$ cat config.mk
export PLATFORM = sky130hd
export DESIGN_NAME = hazard_scoreboard
export DESIGN_NICKNAME = d
export VERILOG_FILES = /design/src/rtl/hazard_pkg.sv /design/src/rtl/hazard_match.sv /design/src/rtl/hazard_scoreboard.sv
export SDC_FILE = /design/constraint.sdc
export NUM_CORES = 1
export LEC_CHECK = 0
export ABC_AREA = 1
export CAP_MARGIN = 20
export CORE_MARGIN = 5
export CORE_UTILIZATION = 45
export DETAILED_ROUTE_END_ITERATION = 6
export PLACE_DENSITY = 0.77
export SYNTH_ARGS = -nofsm -noshare
export SYNTH_HDL_FRONTEND = slang
export SYNTH_SLANG_ARGS = --single-unit
$ cat constraint.sdc
create_clock -name CLK -period 1.83 [get_ports CLK]
set_clock_uncertainty 0.15 [all_clocks]
set_input_delay 0.366 -clock CLK [delete_from_list [all_inputs] [get_ports CLK]]
set_output_delay 0.366 -clock CLK [all_outputs]
set_load 0.01 [all_outputs]
$ cat src/rtl/hazard_pkg.sv
// Shared types for the hazard scoreboard: tracked-writer entry and forward-select encoding.
// Register and forward fields are stored at fixed widths (up to 256 registers, 16 stages).
package hazard_pkg;

    localparam int WSEL_W = 8;
    localparam int FWD_W  = 4;

    typedef logic [WSEL_W-1:0] wsel_t;
    typedef logic [FWD_W-1:0]  fwd_sel_t;

    localparam fwd_sel_t FWD_RF = 4'd0;

    typedef struct packed {
        logic  valid;
        logic  wen;
        logic  load;
        wsel_t wsel;
    } sb_entry_t;

    localparam sb_entry_t SB_BUBBLE = '{valid: 1'b0, wen: 1'b0, load: 1'b0, wsel: 8'd0};

    function automatic logic entry_hit(input sb_entry_t e, input wsel_t rsel, input logic use_op);
        return e.valid & e.wen & (e.wsel == rsel) & (rsel != 8'd0) & use_op;
    endfunction

    // Entry index at which the producer's result can be forwarded.
    function automatic int ready_index(input logic load, input int load_ready);
        return load ? load_ready : 32'sd1;
    endfunction

endpackage

$ cat src/rtl/hazard_match.sv
// Per-operand youngest-writer search: reports a hazard or the entry to forward from.
module hazard_match
    import hazard_pkg::*;
#(
    parameter int STAGES     = 3,
    parameter int LOAD_READY = 2
) (
    input  sb_entry_t entries [STAGES],
    input  wsel_t     rsel,
    input  logic      use_op,
    output logic      hazard,
    output fwd_sel_t  fwd
);

    logic     hazard_s;
    logic     found_s;
    fwd_sel_t fwd_s;

    // Youngest-first search; the last entry writes the register file this cycle and is skipped.
    always_comb begin
        hazard_s = 1'b0;
        found_s  = 1'b0;
        fwd_s    = FWD_RF;
        for (int i = 0; i < STAGES - 1; i++) begin
            if (!found_s && entry_hit(entries[i], rsel, use_op)) begin
                found_s = 1'b1;
                if ((i + 1) >= ready_index(entries[i].load, LOAD_READY)) begin
                    fwd_s = fwd_sel_t'(i + 1);
                end else begin
                    hazard_s = 1'b1;
                end
            end else begin
                found_s = found_s;
            end
        end
    end

    assign hazard = hazard_s;
    assign fwd    = fwd_s;

endmodule

$ cat src/rtl/hazard_scoreboard.sv
// Decode-side hazard scoreboard: tracks in-flight writers, raises stall and
// registers the EX-stage forward selects for each source operand.
module hazard_scoreboard
    import hazard_pkg::*;
#(
    parameter int NREG       = 32,
    parameter int STAGES     = 3,
    parameter int LOAD_READY = 2,
    parameter int CNT_W      = 16
) (
    input  logic                      CLK,
    input  logic                      RST,
    input  logic                      advance,
    input  logic                      flush,
    input  logic                      issue_valid,
    input  logic                      issue_wen,
    input  logic                      issue_load,
    input  logic [$clog2(NREG)-1:0]   issue_wsel,
    input  logic [$clog2(NREG)-1:0]   rsel1,
    input  logic [$clog2(NREG)-1:0]   rsel2,
    input  logic                      use1,
    input  logic                      use2,
    output logic                      stall,
    output logic [$clog2(STAGES)-1:0] fwd_sel1,
    output logic [$clog2(STAGES)-1:0] fwd_sel2,
    output logic [CNT_W-1:0]          stall_count
);

    localparam int FW = $clog2(STAGES);

    sb_entry_t        entries_r [STAGES];
    logic [FW-1:0]    fwd_sel1_r;
    logic [FW-1:0]    fwd_sel2_r;
    logic [CNT_W-1:0] stall_count_r;

    logic      hazard1_s;
    logic      hazard2_s;
    fwd_sel_t  fwd1_s;
    fwd_sel_t  fwd2_s;
    logic      stall_s;
    logic      issue_en_s;
    sb_entry_t new_entry_s;

    hazard_match #(.STAGES(STAGES), .LOAD_READY(LOAD_READY)) u_match1 (
        .entries (entries_r),
        .rsel    (wsel_t'(rsel1)),
        .use_op  (use1),
        .hazard  (hazard1_s),
        .fwd     (fwd1_s)
    );

    hazard_match #(.STAGES(STAGES), .LOAD_READY(LOAD_READY)) u_match2 (
        .entries (entries_r),
        .rsel    (wsel_t'(rsel2)),
        .use_op  (use2),
        .hazard  (hazard2_s),
        .fwd     (fwd2_s)
    );

    // Flush wins over a hazard: the killed instruction never stalls the front end.
    assign stall_s     = issue_valid & ~flush & (hazard1_s | hazard2_s);
    assign issue_en_s  = issue_valid & ~stall_s & ~flush;
    assign new_entry_s = '{valid: 1'b1, wen: issue_wen, load: issue_load, wsel: wsel_t'(issue_wsel)};

    // Entry shift, forward-select capture and saturating stall counter, all gated by advance.
    always_ff @(posedge CLK or posedge RST) begin
        if (RST) begin
            for (int i = 0; i < STAGES; i++) begin
                entries_r[i] <= SB_BUBBLE;
            end
            fwd_sel1_r    <= {FW{1'b0}};
            fwd_sel2_r    <= {FW{1'b0}};
            stall_count_r <= {CNT_W{1'b0}};
        end else if (advance) begin
            for (int i = STAGES - 1; i > 0; i--) begin
                entries_r[i] <= entries_r[i-1];
            end
            entries_r[0] <= issue_en_s ? new_entry_s : SB_BUBBLE;
            fwd_sel1_r   <= issue_en_s ? fwd1_s[FW-1:0] : {FW{1'b0}};
            fwd_sel2_r   <= issue_en_s ? fwd2_s[FW-1:0] : {FW{1'b0}};
            if (stall_s && (stall_count_r != {CNT_W{1'b1}})) begin
                stall_count_r <= stall_count_r + CNT_W'(1);
            end else begin
                stall_count_r <= stall_count_r;
            end
        end
    end

    assign stall       = stall_s;
    assign fwd_sel1    = fwd_sel1_r;
    assign fwd_sel2    = fwd_sel2_r;
    assign stall_count = stall_count_r;

endmodule

Fig. 1: run 1, routed metal, one colour a layer
Bar = 20 um. Only two layers are drawn.
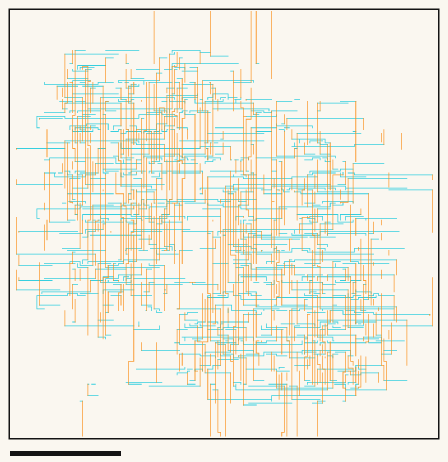
Key: met2 = orange [wire length 2,690 um]; met1 = cyan [wire length 2,570 um]

Fig. 2: run 1, M2 wires
Bar = 20 um.
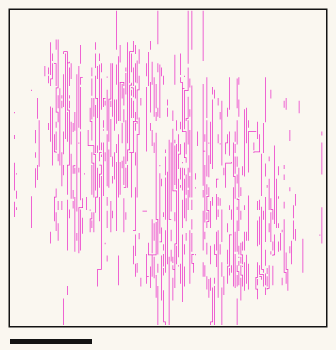
The layer holds 47% of the routed length. 316 nets have wire on it. The wires run mostly vertical. The layer carries 2,690 um of wire. The longest straight run is 33.3 um.

==> notes.md, run 1 <==
yosys + openroad results -> status finished, violations left, failing checks negative setup slack, port bufs roughly 44, Crit. End Element output port, via count about 2,100, number of logged tool warnings 28, vias per cell about 5, top cells, area dfrtp_1 (43%), nand2_1 (18%), inv_1 (6.5%), kind of cell adding the most delay to the critical path simple AND/OR/NAND/NOR gates, Crit path top cell by count nand2_1, post-route ant nets 0, cell accounting for the most synthesized area dfrtp_1, met3 WL between 300 and 400 um, Mapped Nets about 300, Commonest flop dfrtp_1, yosys warns 0, Lkg Pwr around 1.6 nW, fmax 0.486 GHz, crit-path max cell delay 0.43 ns, Pins Over Slew Limit 0, # fillers 345, Yosys Instances 278, floorplan utilization 46.6%, Slew Limit Headroom 74.9%, Tcrit/Tclk final 113%, core area 4350 um2, Final setup viols 7, crit path DAT 1.54 ns, number of enable flip-flop cells 0, Worst setup startpoint entries_r[24], root buf cell clkbuf_8, Die Height 77.2 um, final setup margin -0.230 ns, final net count a little under 400, Clk pin slew, worst setup/hold paths approximately 0.070 ns, synthesized area slightly above 2000 um2, Hold Buf Count CTS 0, global-route wire length before repair approximately 9.3 mm, Routed met1 length 2.57 mm, TritonCTS Sinks 35, Synth top cell by count nand2_1, Unique cell types 29, H-Tree Level Count 2, peak supply drop ~0.38 mV, initial antenna violation count 0
Fig. 3: run 1, clock routing
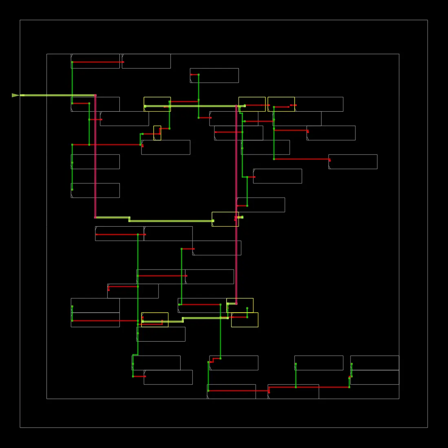
Clk. pwr: 0.613 mW
Worst-Skew Late Latency: 0.29 ns
Flops: 35
TritonCTS Buffers: 5
CLK BUF: 8

Fig. 4: run 1, signal wires on met3
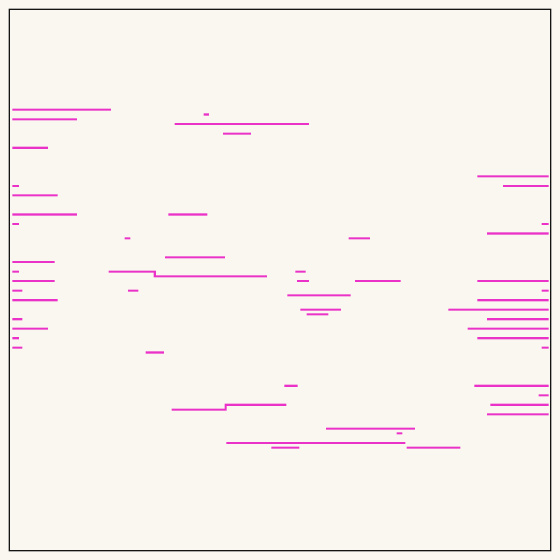
The wires run mostly horizontal. The layer holds 6.1% of the routed length. 47 nets have wire on it. The longest straight run is 25.3 um.

## run 1: area by class of cell
type / count / area (um2) / area share, %
Timing Repair inverter: 1 / 6.26 / 0.206
Timing Repair Buffer: 83 / 744 / 24.5
Multi-Input combinational cell: 202 / 1090 / 36.0
Clock buffer: 8 / 100 / 3.30
Tap cell: 52 / 65.1 / 2.14
Inverter: 38 / 148 / 4.86
Sequential cell: 35 / 878 / 28.9
## run 1: worst min-delay path, delay by kind of cell
family                 cells  cell delay [ns]
buffers and inverters      3             0.71
## run 1: final timing paths
check	to	slack [ns]	cells past startpoint
max	stall	-0.23	10
min	entries_r[31]	0.27	3
max reg2reg	stall_count[0]	-0.04	11
min reg2reg	fwd_sel2[1]	0.34	2
max in group asynchronous	stall_count[2]	1.06	3
min in group CLK	fwd_sel2[1]	0.34	2
## run 1: cell families after synthesis
family	count (synthesis)	synth area share, %
simple gates	167	37.2
buf+inv	42	8.76
fa+ha+maj	1	0.616
compound gates	23	5.98
xor+xnor	10	4.32
flops	35	43.2
## run 1: per-stage QoR
step	power (mW)	utilization, %	worst slack [ns]	instance area [um2]	cells
final	1.67	69.7	-0.230	3040	419
after floorplan	0.926	-	0.0604	2030	278
after CTS	1.66	66.5	-0.257	2900	414
after global placement	1.05	62.8	-0.838	2730	399
after global routing	1.74	69.7	-0.326	3040	419
after detailed placement	1.05	62.8	-0.816	2730	399
## run 1: where the power goes
group          internal [mW]  total [mW]  switching [mW]
Sequential             0.796       0.819          0.0232
Combinational          0.114       0.234           0.120
Clock                  0.343       0.613           0.269
## run 1: state kept, by name, summed over array words and instances (netlist names)
signal	cells
stall_count	16
entries_r	15
fwd_sel1	2
fwd_sel2	2
## run 1: repair_timing
action,4_1_cts,5_1_grt
endpoints found under the setup margin,16,31
gates cloned,2,0
hold endpoints to repair,0,0
gates resized,29,36
setup buffers,6,8
pin swaps,10,9
## run 1: routing by layer
metal	GRT usage [%]	up-vias
met4	5.84	0
met3	5.62	11
met1	25.8	971
met2	29.0	68
met5	0	-
li1	-	1047
## run 1: cell usage in the layout (no fill, tap or decap), drive strengths merged, types with 7 or more instances in the layout
master and instances:
nand3b 8, dfrtp 35, inv 38, o21ai 19, nand2 99, clkbuf 8
nand4 7, nor2 30, nand3 17, clkdlybuf4s50 26, dlygate4sd2 13, buf 40
## Run 2: what changed since run 1
SLEW_MARGIN = 20   (was default)
Fig. 5: run 2, clock routing
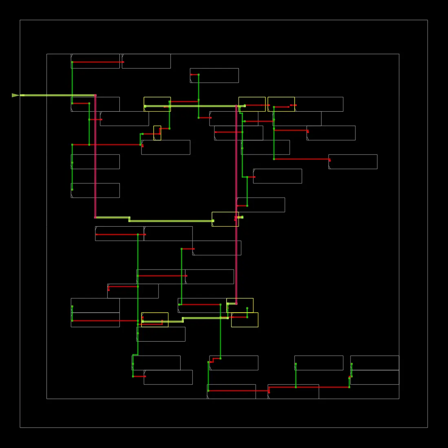
TritonCTS Sinks: 35

==> run 2 against run 1 <==
Compared with the run above:
- the flow still finishes with violations (negative setup slack)
- clock-buffer cell count stayed put
- first-iteration DRC count stayed put
- register-to-register slack hardly changed
- global-route usage stayed put
- routed wire length stayed put
- via count stayed put
- maximum frequency stayed put
- power stayed put
- flip-flop count stayed put
- critical path depth stayed put
- clock power hardly changed
- sequential share of layout area stayed put
- critical endpoint unchanged
==> notes.md, run 2 <==
yosys + openroad results -> status finished, violations left (unchanged), failing checks negative setup slack (unchanged), via count 2,097 (unchanged), Slew Limit Headroom 74.9% (unchanged), Flop area 878 um2 (unchanged), most numerous logic cell after layout nand2_1 (unchanged), Worst-Skew Late Latency 0.29 ns (about the same), vias per cell 5.00 (unchanged), core area 4350 um2 (unchanged), Unique cell types 29 (unchanged), Power Total 1.67 mW (unchanged), peak supply drop 0.378 mV (unchanged), Final setup viols 7 (unchanged), crit-path max cell delay 0.43 ns (about the same), Top cells excl fill/tap nand2_1 (88), buf_4 (37), dfrtp_1 (33) (unchanged), Crit path top cell by count nand2_1 (unchanged), Commonest flop dfrtp_1 (unchanged), Synth top cell by count nand2_1 (unchanged), Hold Buf Count CTS 0 (unchanged), number of logged tool warnings 28 (unchanged), combinational gate area 1090 um2 (unchanged), final setup margin -0.230 ns (unchanged), fmax 0.486 GHz (unchanged), # fillers 345 (unchanged), cell accounting for the most synthesized area dfrtp_1 (unchanged), number of enable flip-flop cells 0 (unchanged), yosys warns 0 (unchanged), number of flip-flops in the largest register 16 (unchanged), Cells after DPL 399 (unchanged)
Fig. 6: run 2, PDN straps and rails
Bar = 20 um. Pins as bars on the die edge.
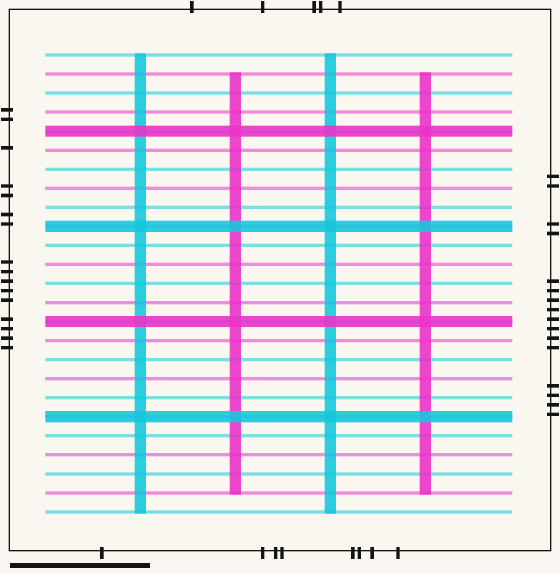
Key: VSS = cyan; VDD = magenta
45 signal pins sit on the boundary. 4 straps on met4. 4 straps on met5. 25 met1 rails follow the rows.

-- run 2: cell counts after synthesis --
No cell type changed its count.
-- run 2: cells by family after synthesis --
kind of cell	share of synthesized area, %
AND/OR/NAND/NOR	37.2
buffers and inverters	8.76
flip-flops	43.2
AND-OR/OR-AND	5.98
XOR/XNOR	4.32
adder cells (fa/ha/maj)	0.616
-- run 2: through the flow --
step                util (%)  hold slack (ns)  worst slack, ns  TNS, ns  area [um2]
floorplan                  -            0.314           0.0604        0        2030
global placement        62.8            0.332           -0.838    -8.75        2730
detailed placement      62.8            0.334           -0.816    -8.97        2730
finish                  69.7            0.275           -0.230   -0.316        3040
CTS                     66.5            0.280           -0.257   -0.263        2900
global route            69.7            0.308           -0.326    -2.03        3040
-- run 2: where the power goes --
| part | switching (mW) | internal, mW |
|---|---|---|
| combinational | 0.120 | 0.114 |
| clock | 0.269 | 0.343 |
| sequential | 0.0232 | 0.796 |
| total | 0.412 | 1.25 |
-- run 2: area by class of cell --
cell class,instances,area share [%]
Sequential cell,35,28.9
Tap cell,52,2.14
Timing Repair inverter,1,0.206
Multi-Input combinational cell,202,36.0
Clock buffer,8,3.30
Inverter,38,4.86
Timing Repair Buffer,83,24.5
-- run 2: worst paths after layout --
| check | start | endpoint | slack, ns | cells after the start |
|---|---|---|---|---|
| min in group CLK | fwd_sel2[1] | fwd_sel2[1] | 0.34 | 2 |
| max in group asynchronous | RST | stall_count[2] | 1.06 | 3 |
| worst min register to register | fwd_sel2[1] | fwd_sel2[1] | 0.34 | 2 |
| worst max register to register | entries_r[24] | stall_count[0] | -0.04 | 11 |
| worst min-delay path | RST | entries_r[31] | 0.27 | 3 |
| worst max-delay path | entries_r[24] | stall | -0.23 | 10 |
-- run 2: routing by layer --
layer  share of wire [%]  global-route usage [%]
met5                   0                       0
met4                 1.8                    5.84
met3                 6.1                    5.62
met2                  47                    29.0
met1                  45                    25.8
-- run 2: worst max-delay path, delay by kind of cell, from the launching register on --
family        cells  cell delay, ns
flops             1            0.43
buf+inv           2            0.22
simple gates      8            0.60
-- run 2: what timing repair did --
action                                  in CTS  in global routing
gates resized                               29                 36
endpoints found under the setup margin      16                 31
gates cloned                                 2                  0
pin swaps                                   10                  9
setup buffers                                6                  8
## Run 3: what changed since run 2
==> constraint.sdc (replaced) <==
create_clock -name CLK -period 1.83 [get_ports CLK]
set_clock_uncertainty 0.15 [all_clocks]
set_input_delay 0.2745 -clock CLK [delete_from_list [all_inputs] [get_ports CLK]]
set_output_delay 0.2745 -clock CLK [all_outputs]
set_load 0.01 [all_outputs]
Fig. 7: run 3, PDN straps and rails
Bar = 20 um. Pins as bars on the die edge.
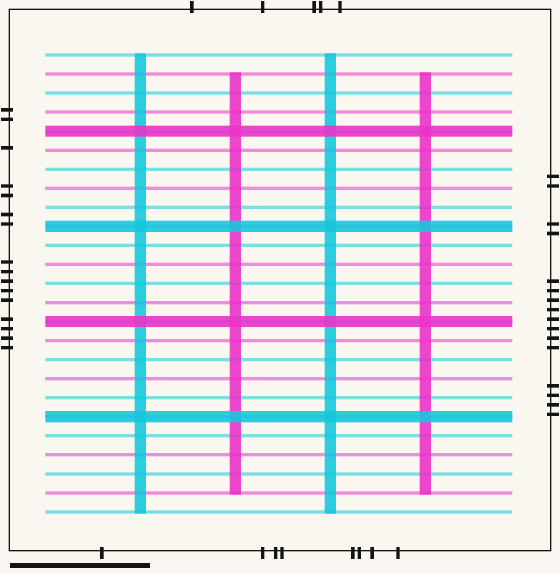
Key: VDD = magenta; VSS = cyan
The core has 24 rows. 25 met1 rails follow the rows.

==> run 3 against run 2 <==
Compared with the run above:
- the run still ends with negative setup slack left
- flip-flop count is the same
- register-to-register slack worse by 0.04 ns
- non-clock buffer count decreased by 4
- maximum frequency grew 4.0%
- first-iteration DRC count shrank 6.9%
- sequential share of layout area is 0.92 points higher
- sequential power about the same
- die area did not move
==> notes.md, run 3 <==
yosys + openroad results -> status finished, violations left (unchanged), failing checks negative setup slack (unchanged), Pins Over Slew Limit 0 (unchanged), fmax 0.505 GHz (was 0.486 GHz), number of logged tool warnings 28 (unchanged), top cells, area dfrtp_1 (43%), nand2_1 (18%), inv_1 (6.5%) (unchanged), NetSw 0.402 mW (was 0.412 mW), Top cells excl fill/tap nand2_1 (95), dfrtp_1 (33), clkdlybuf4s50_1 (33) (was nand2_1 (88), buf_4 (37), dfrtp_1 (33)), vias per cell 5.00 (about the same), floorplan utilization 46.6% (unchanged), number of flip-flops in the largest register 16 (unchanged), final setup margin -0.150 ns (was -0.230 ns), post-route ant nets 0 (unchanged), peak supply drop 0.476 mV (was 0.378 mV), H-Tree Level Count 2 (unchanged), TritonCTS Buffers 5 (unchanged), most numerous logic cell after layout nand2_1 (unchanged), Unique cell types 29 (unchanged), Commonest flop dfrtp_1 (unchanged), met3 Track Usage GR 5.97% (was 5.62%), Tcrit/Tclk final 108% (was 113%), cell accounting for the most synthesized area dfrtp_1 (unchanged), synthesized area 2030 um2 (unchanged), Final setup viols 9 (was 7), number of enable flip-flop cells 0 (unchanged), Synth top cell by count nand2_1 (unchanged), core area 4350 um2 (unchanged), Switching Fraction 25.5% (was 24.8%), Clk pin slew, worst setup/hold paths 0.07 ns (about the same), Crit. End Element output port (unchanged), Cell Int Power 1.18 mW (was 1.25 mW), Crit path top cell by count nand2_1 (unchanged), final net count 387 (was 391), setup TNS -0.304 ns (was -0.316 ns)
Fig. 8: run 3, routed metal, one colour a layer
Bar = 20 um. Only two layers are drawn.
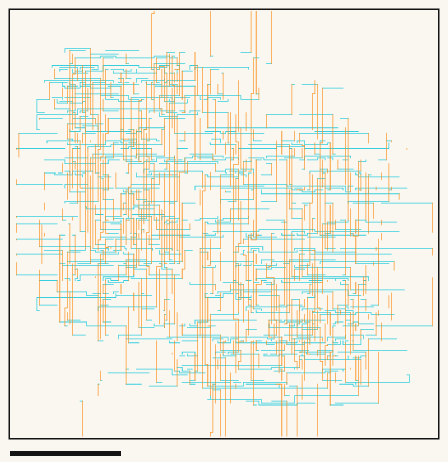
Key: met2 = orange [wire length 2,640 um]; met1 = cyan [wire length 2,480 um]

-- run 3: worst paths after layout --
check,slack (ns),cells past startpoint,startpoint,to
worst min register to register,0.34,2,fwd_sel1[1],fwd_sel1[1]
worst max-delay path,-0.15,10,rsel2[2],stall
min in group CLK,0.34,2,fwd_sel1[1],fwd_sel1[1]
max in group asynchronous,0.94,3,RST,entries_r[22]
worst max register to register,-0.08,9,stall_count[1],stall_count[14]
worst min-delay path,0.23,3,RST,stall_count[4]
-- run 3: per-layer routing --
metal  share of wire [%]  routed length, um
met1                  44               2480
met2                  46               2640
met3                 7.7                439
met4                 2.1                118
met5                   0                  0
-- run 3: repair_timing --
action / 4_1_cts / 5_1_grt
setup buffers: 2 / 4
pin swaps: 9 / 6
cloned: 0 / 2
endpoints found under the setup margin: 12 / 17
gates resized: 23 / 20
-- run 3: power groups by stage --
stage	Sequential (mW)	Clock [mW]	Combinational, mW
after floorplan	0.825	0	0.101
after global placement	0.831	0	0.213
after detailed placement	0.831	0	0.215
after CTS	0.816	0.550	0.215
after global routing	0.820	0.584	0.251
final	0.818	0.535	0.226
-- run 3: through the flow --
step	utilization, %	setup WS [ns]	std cells	hold WS [ns]	instance area (um2)
3_3_place_gp	62.5	-0.654	399	0.331	2720
4_1_cts	64.7	-0.148	409	0.255	2820
2_1_floorplan	-	0.0604	278	0.232	2030
6_report	67.6	-0.150	415	0.235	2940
5_1_grt	67.6	-0.231	415	0.308	2940
3_5_place_dp	62.5	-0.653	399	0.336	2720
-- run 3: area by class of cell --
class / instances / area (um2) / area share, %
well taps: 52 / 65.1 / 2.21
repair buffers: 79 / 706 / 24.0
clock buffers: 7 / 76.3 / 2.59
inverters: 38 / 150 / 5.10
multi-input cells: 202 / 1050 / 35.9
flip-flops and latches: 35 / 878 / 29.9
clock inverters: 1 / 5.00 / 0.170
repair inverters: 1 / 6.26 / 0.213
-- run 3: cells by family after synthesis --
family                     count (synthesis)  share of synthesized area [%]
AOI/OAI and AO/OA                         23                           5.98
and+or+nand+nor                          167                           37.2
xor gates and xnor gates                  10                           4.32
buffers and inverters                     42                           8.76
DFF                                       35                           43.2
adders and majority gates                  1                          0.616
-- run 3: critical path: cells and delay by family --
kind / cells / cell delay [ns]
simple gates: 8 / 0.62
buf+inv: 2 / 0.65
Power and IR drop assume default switching activity.
